==> images/sizing.png <==
Bar = 20 µm.
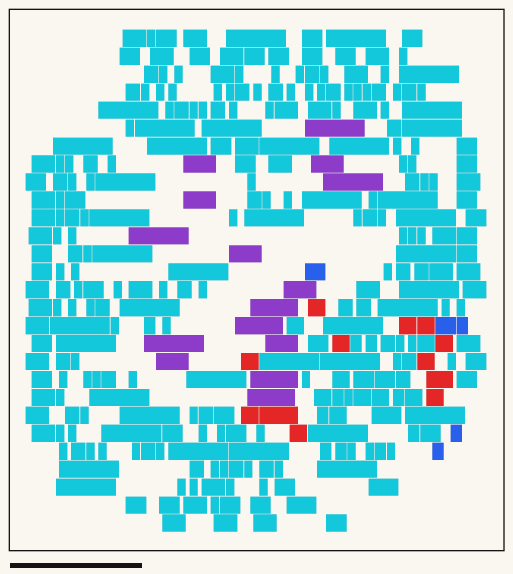
==> images/ff_map.png <==
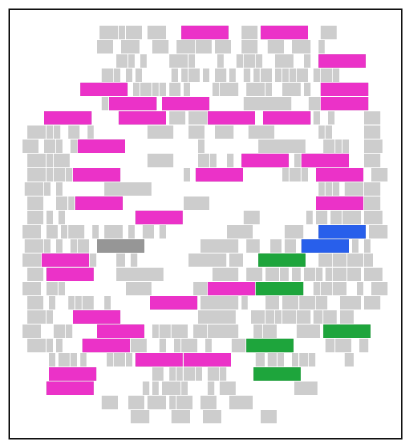
==> images/placed.png <==
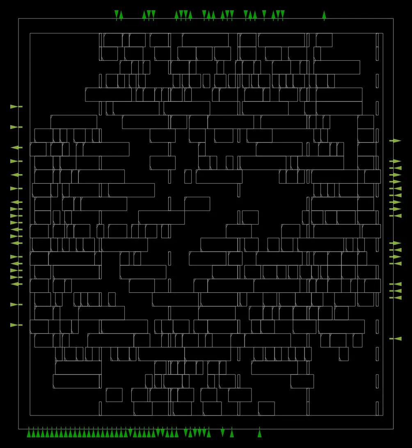
==> images/clock_wires.png <==
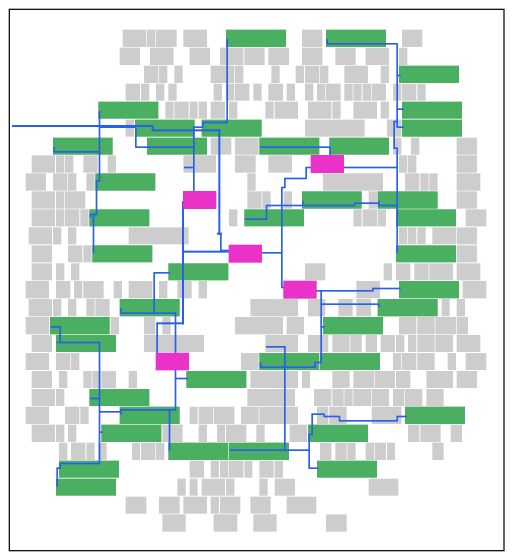
==> images/route_heat.png <==
Bar = 20 µm. The die is cut into 15 by 16 equal tiles; dark purple is low, yellow is high, scaled to the fullest tile. Values are wire area over tile area, all layers added.
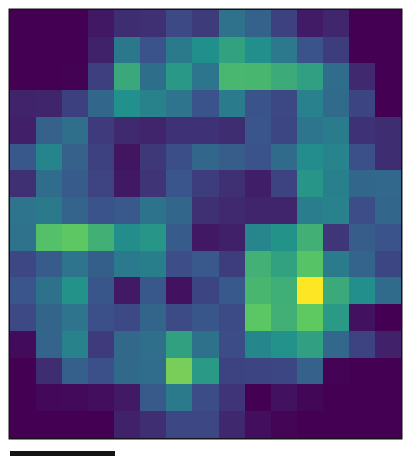
## src/rtl/shift_right_seq.sv

```systemverilog
// -----------------------------------------------------------------------------
// shift_right_seq
//
// Multi-cycle right shifter for the MIPS datapath. It handles logical shifts
// (SRL/SRLV, zero fill) and arithmetic shifts (SRA/SRAV, sign fill). The
// operand moves one bit position per clock. The result is returned over a
// valid/ready handshake. This unit trades shift latency for area.
//
// Ports:
//   clk        rising-edge clock
//   rst_n      asynchronous active-low reset
//   START      request strobe, accepted only while IN_READY=1
//   A          operand, sampled on accept
//   B          shift amount source; only B[SHW-1:0] is used
//   ARITH      1 = sign fill, 0 = zero fill, sampled on accept
//   IN_READY   high exactly when the unit is idle
//   R          result register
//   VALID      R holds a completed result
//   OUT_READY  consumer accepts R while VALID=1
//
// Handshake: a request transfers on a rising edge where START=1 and
// IN_READY=1. A result transfers on a rising edge where VALID=1 and
// OUT_READY=1. Once VALID is asserted, it and R stay stable until that
// transfer edge.
//
// Latency: the accepting edge counts as edge 1. VALID is observed after
// shamt+1 edges, where shamt = B[SHW-1:0].
// -----------------------------------------------------------------------------
module shift_right_seq #(
    parameter int WIDTH = 32,
    parameter int SHW   = 5
) (
    input  logic             clk,
    input  logic             rst_n,
    input  logic             START,
    input  logic [WIDTH-1:0] A,
    input  logic [WIDTH-1:0] B,
    input  logic             ARITH,
    output logic             IN_READY,
    output logic [WIDTH-1:0] R,
    output logic             VALID,
    input  logic             OUT_READY
);

    typedef enum logic [1:0] {
        IDLE  = 2'd0,
        SHIFT = 2'd1,
        DONE  = 2'd2
    } state_t;

    state_t           state_q, state_d;
    logic [WIDTH-1:0] r_q, r_d;
    logic [SHW-1:0]   count_q, count_d;
    logic             fill_q, fill_d;

    logic [SHW-1:0]   shamt;
    logic [SHW-1:0]   count_one;

    // MIPS ignores the upper bits of the shift-amount register.
    logic             unused_b_hi;

    assign shamt       = B[SHW-1:0];
    assign count_one   = {{(SHW-1){1'b0}}, 1'b1};
    assign unused_b_hi = ^B[WIDTH-1:SHW];

    always_ff @(posedge clk or negedge rst_n) begin
        if (!rst_n) begin
            state_q <= IDLE;
            r_q     <= '0;
            count_q <= '0;
            fill_q  <= 1'b0;
        end else begin
            state_q <= state_d;
            r_q     <= r_d;
            count_q <= count_d;
            fill_q  <= fill_d;
        end
    end

    always_comb begin
        state_d = state_q;
        r_d     = r_q;
        count_d = count_q;
        fill_d  = fill_q;
        case (state_q)
            IDLE: begin
                if (START) begin
                    r_d     = A;
                    count_d = shamt;
                    // The fill bit is captured once here and reused on every step.
                    fill_d  = ARITH & A[WIDTH-1];
                    state_d = (shamt == '0) ? DONE : SHIFT;
                end
            end
            SHIFT: begin
                r_d     = {fill_q, r_q[WIDTH-1:1]};
                count_d = count_q - count_one;
                if (count_q == count_one) begin
                    state_d = DONE;
                end
            end
            DONE: begin
                // START is ignored here, even when it arrives with OUT_READY.
                if (OUT_READY) begin
                    state_d = IDLE;
                end
            end
            default: begin
                state_d = IDLE;
            end
        endcase
    end

    assign IN_READY = (state_q == IDLE);
    assign VALID    = (state_q == DONE);
    assign R        = r_q;

endmodule

```

## config.mk

```make
export PLATFORM = sky130hd
export DESIGN_NAME = shift_right_seq
export DESIGN_NICKNAME = d
export VERILOG_FILES = /design/src/rtl/shift_right_seq.sv
export SDC_FILE = /design/constraint.sdc
export NUM_CORES = 1
export LEC_CHECK = 0
export CAP_MARGIN = 30
export CORE_ASPECT_RATIO = 1.1
export CORE_MARGIN = 2
export CORE_UTILIZATION = 35
export CTS_BUF_LIST = sky130_fd_sc_hd__clkbuf_4 sky130_fd_sc_hd__clkbuf_8 sky130_fd_sc_hd__clkbuf_16
export DETAILED_ROUTE_END_ITERATION = 8
export PLACE_DENSITY = 0.88
export RECOVER_POWER = 50
export SYNTH_ARGS = -nofsm -noshare
export SYNTH_HDL_FRONTEND = slang
export SYNTH_SLANG_ARGS = --single-unit
```

## constraint.sdc

```tcl
create_clock -name clk -period 1.5 [get_ports clk]
set_input_delay 0.45 -clock clk [delete_from_list [all_inputs] [get_ports clk]]
set_output_delay 0.45 -clock clk [all_outputs]
set_load 0.01 [all_outputs]
```

==> flow_summary.json <==
{
  "remaining_drc_errors": 0,
  "dieWidth_um": 74.7,
  "ir_drop_mv": 0.897,
  "leakagePower_uw": 0.00139,
  "cts_tree": "yes",
  "synthTopCellsByArea": "dfrtp_1 (52%), nand2_1 (13%), a31oi_1 (10%), nor2_1 (6.6%), buf_2 (3.1%)",
  "drt-vias-per-instance": 5.02,
  "multiInputGateArea_um2": 835,
  "status": "finished clean",
  "relSlewSlack_pct": 34.2,
  "grt_pass1_vias": 1726,
  "worstSetupStartpointType": "flip-flop",
  "antenna_found_initial": 0,
  "finalCritPeriodShare_pct": 96.7,
  "cts_sinks": 40,
  "ant_nets": 0,
  "synth.avg_cell_area_um2": 8.38,
  "fmax_ghz": 0.689,
  "setup_tns_ns": 0,
  "crit_fanout": 9,
  "floorplan.nets": 301,
  "ys.warnings.count": 0,
  "clkTransAtPathRegs_ns": 0.08,
  "synth.distinct_cells": 29,
  "drv_cap": 0,
  "vias": 1947,
  "dp_hpwl_mm": 3.55,
  "top_area_share_pct": 51.9,
  "clk_latency_ns": 0.28,
  "regArea_mm2": 0.00100,
  "h-tree-depth": 2,
  "areaGrowthSynthToFinish_pct": 55.3,
  "root_buffer": "clkbuf_8",
  "wl_per_cell_um": 13.7,
  "gr-usage-all-layers_pct": 16.9,
  "pre_cts_ws_ns": -0.361,
  "slew_violations": 0,
  "setup_viol": 0,
  "grt_max_degree": 41,
  "grt_pass1_wl_mm": 7.91,
  "numPortBuffers": 75
}
## Picture notes: sizing.png
| colour | size | cells | most used |
|---|---|---|---|
| cyan | x1 and smaller | 281 | nand2_1 |
| red | x3 and x4 | 12 | buf_4 |
| blue | x2 | 5 | buf_2 |
| purple | x6 and larger | 15 | clkbuf_8 |

## Picture notes: ff_map.png
| colour | netlist name | sequential cells |
|---|---|---|
| magenta | R | 32 |
| blue | state_q | 2 |
| green | count_q | 5 |
not coloured: 1

## Picture notes: placed.png
Placeable Area: 0.00536 mm²
Rows: 28
Post-Layout Cell Count: 388
Fillers: 506
utilization after layout: 55.8%

## Picture notes: clock_wires.png
[green] flip-flops | count: 40
[blue] clock wires | length: 491 µm
[magenta] clock-net drivers | count: 5
flops lie: widely spread

## Picture notes: route_heat.png
nearly empty tiles: 15%
fullest tile: 0.52
tiles over half the peak: 13%

-- flip-flops by register name, indices dropped and copies added, names as in the netlist --
| name | cells |
|---|---|
| R | 32 |
| count_q | 5 |
| fill_q | 1 |
| state_q | 2 |
-- cell usage in the layout, fill, tap and decap left out, drive strengths merged, types with 2 or more instances in the layout --
cell type / n
a21oi: 5
a22oi: 2
a31oi: 32
buf: 16
clkbuf: 14
clkdlybuf4s50: 35
dfrtp: 40
dlygate4sd2: 36
ha: 2
inv: 3
nand2: 69
nand2b: 2
nor2: 34
nor3b: 2
o21ai: 4
o22ai: 3
-- where the power goes --
group | switching, µW | leakage, µW | internal (µW)
clock network | 352 | 0.0000503 | 410
logic | 1640 | 0.000864 | 1580
registers | 428 | 0.000471 | 1650
-- layout make-up --
type | count | share of cell area (%)
Timing Repair Buffer | 95 | 31.9
Sequential cell | 40 | 33.4
Multi-Input combinational cell | 168 | 27.9
Tap cell | 75 | 3.14
Clock buffer | 7 | 3.22
Inverter | 3 | 0.376
-- worst paths after layout --
check                                       start                      to  slack [ns]  cells past startpoint
min                                         rst_n  count_q[2]$_DFFE_PN0P_        0.40                      2
min in group clk               fill_q$_DFFE_PN0P_      fill_q$_DFFE_PN0P_        0.50                      2
min reg2reg                    fill_q$_DFFE_PN0P_      fill_q$_DFFE_PN0P_        0.50                      2
max reg2reg                state_q[0]$_DFFE_PN0P_  count_q[3]$_DFFE_PN0P_        0.05                      5
max                        state_q[0]$_DFFE_PN0P_  count_q[3]$_DFFE_PN0P_        0.05                      5
max in group asynchronous                   rst_n        R[3]$_DFFE_PN0P_        0.48                      2
-- what timing repair did --
| action | 4_1_cts | 5_1_grt |
|---|---|---|
| gates cloned | 0 | 4 |
| setup endpoints to repair | 36 | 22 |
| gates resized | 42 | 7 |
| buffers inserted | 0 | 0 |
| pin swaps | 2 | 0 |
| hold buffers | 0 | 0 |
-- logic make-up (layout without fill, tap and decap cells) --
kind of cell | Yosys count | after routing | synth area share (%)
buffers and inverters | 22 | 105 | 5.52
and+or+nand+nor | 115 | 115 | 24.5
xor gates and xnor gates | 1 | 1 | 0.455
muxes | 1 | 1 | 0.520
adders and majority gates | 2 | 2 | 1.30
AOI/OAI and AO/OA | 49 | 49 | 15.8
DFF | 40 | 40 | 51.9
-- metal layers --
metal,GRT usage [%],wire [µm],vias to the layer above
met5,0,0,-
met4,6.61,97,0
met3,3.68,326,13
met2,29.3,2730,74
met1,20.3,2150,918
li1,-,-,942
-- stage by stage --
step | hold WS [ns] | utilization (%) | std cells | power (µW) | cell area, µm²
6_report | 0.399 | 55.8 | 388 | 6060 | 2990
5_1_grt | 0.487 | 55.8 | 388 | 6610 | 2990
4_1_cts | 0.131 | 54.2 | 384 | 5900 | 2900
3_5_place_dp | 0.441 | 53.2 | 377 | 5470 | 2850
3_3_place_gp | 0.436 | 53.2 | 377 | 5330 | 2850
2_1_floorplan | 0.154 | - | 230 | 3800 | 1930
-- critical path, stage by stage (launching register included) --
cell	delay, ns
dfrtp_1	0.40
buf_4	0.18
or3b_1	0.40
buf_4	0.17
o22ai_1	0.13
a21oi_1	0.06
No activity file was given, so power comes from the tool's default toggle rates.
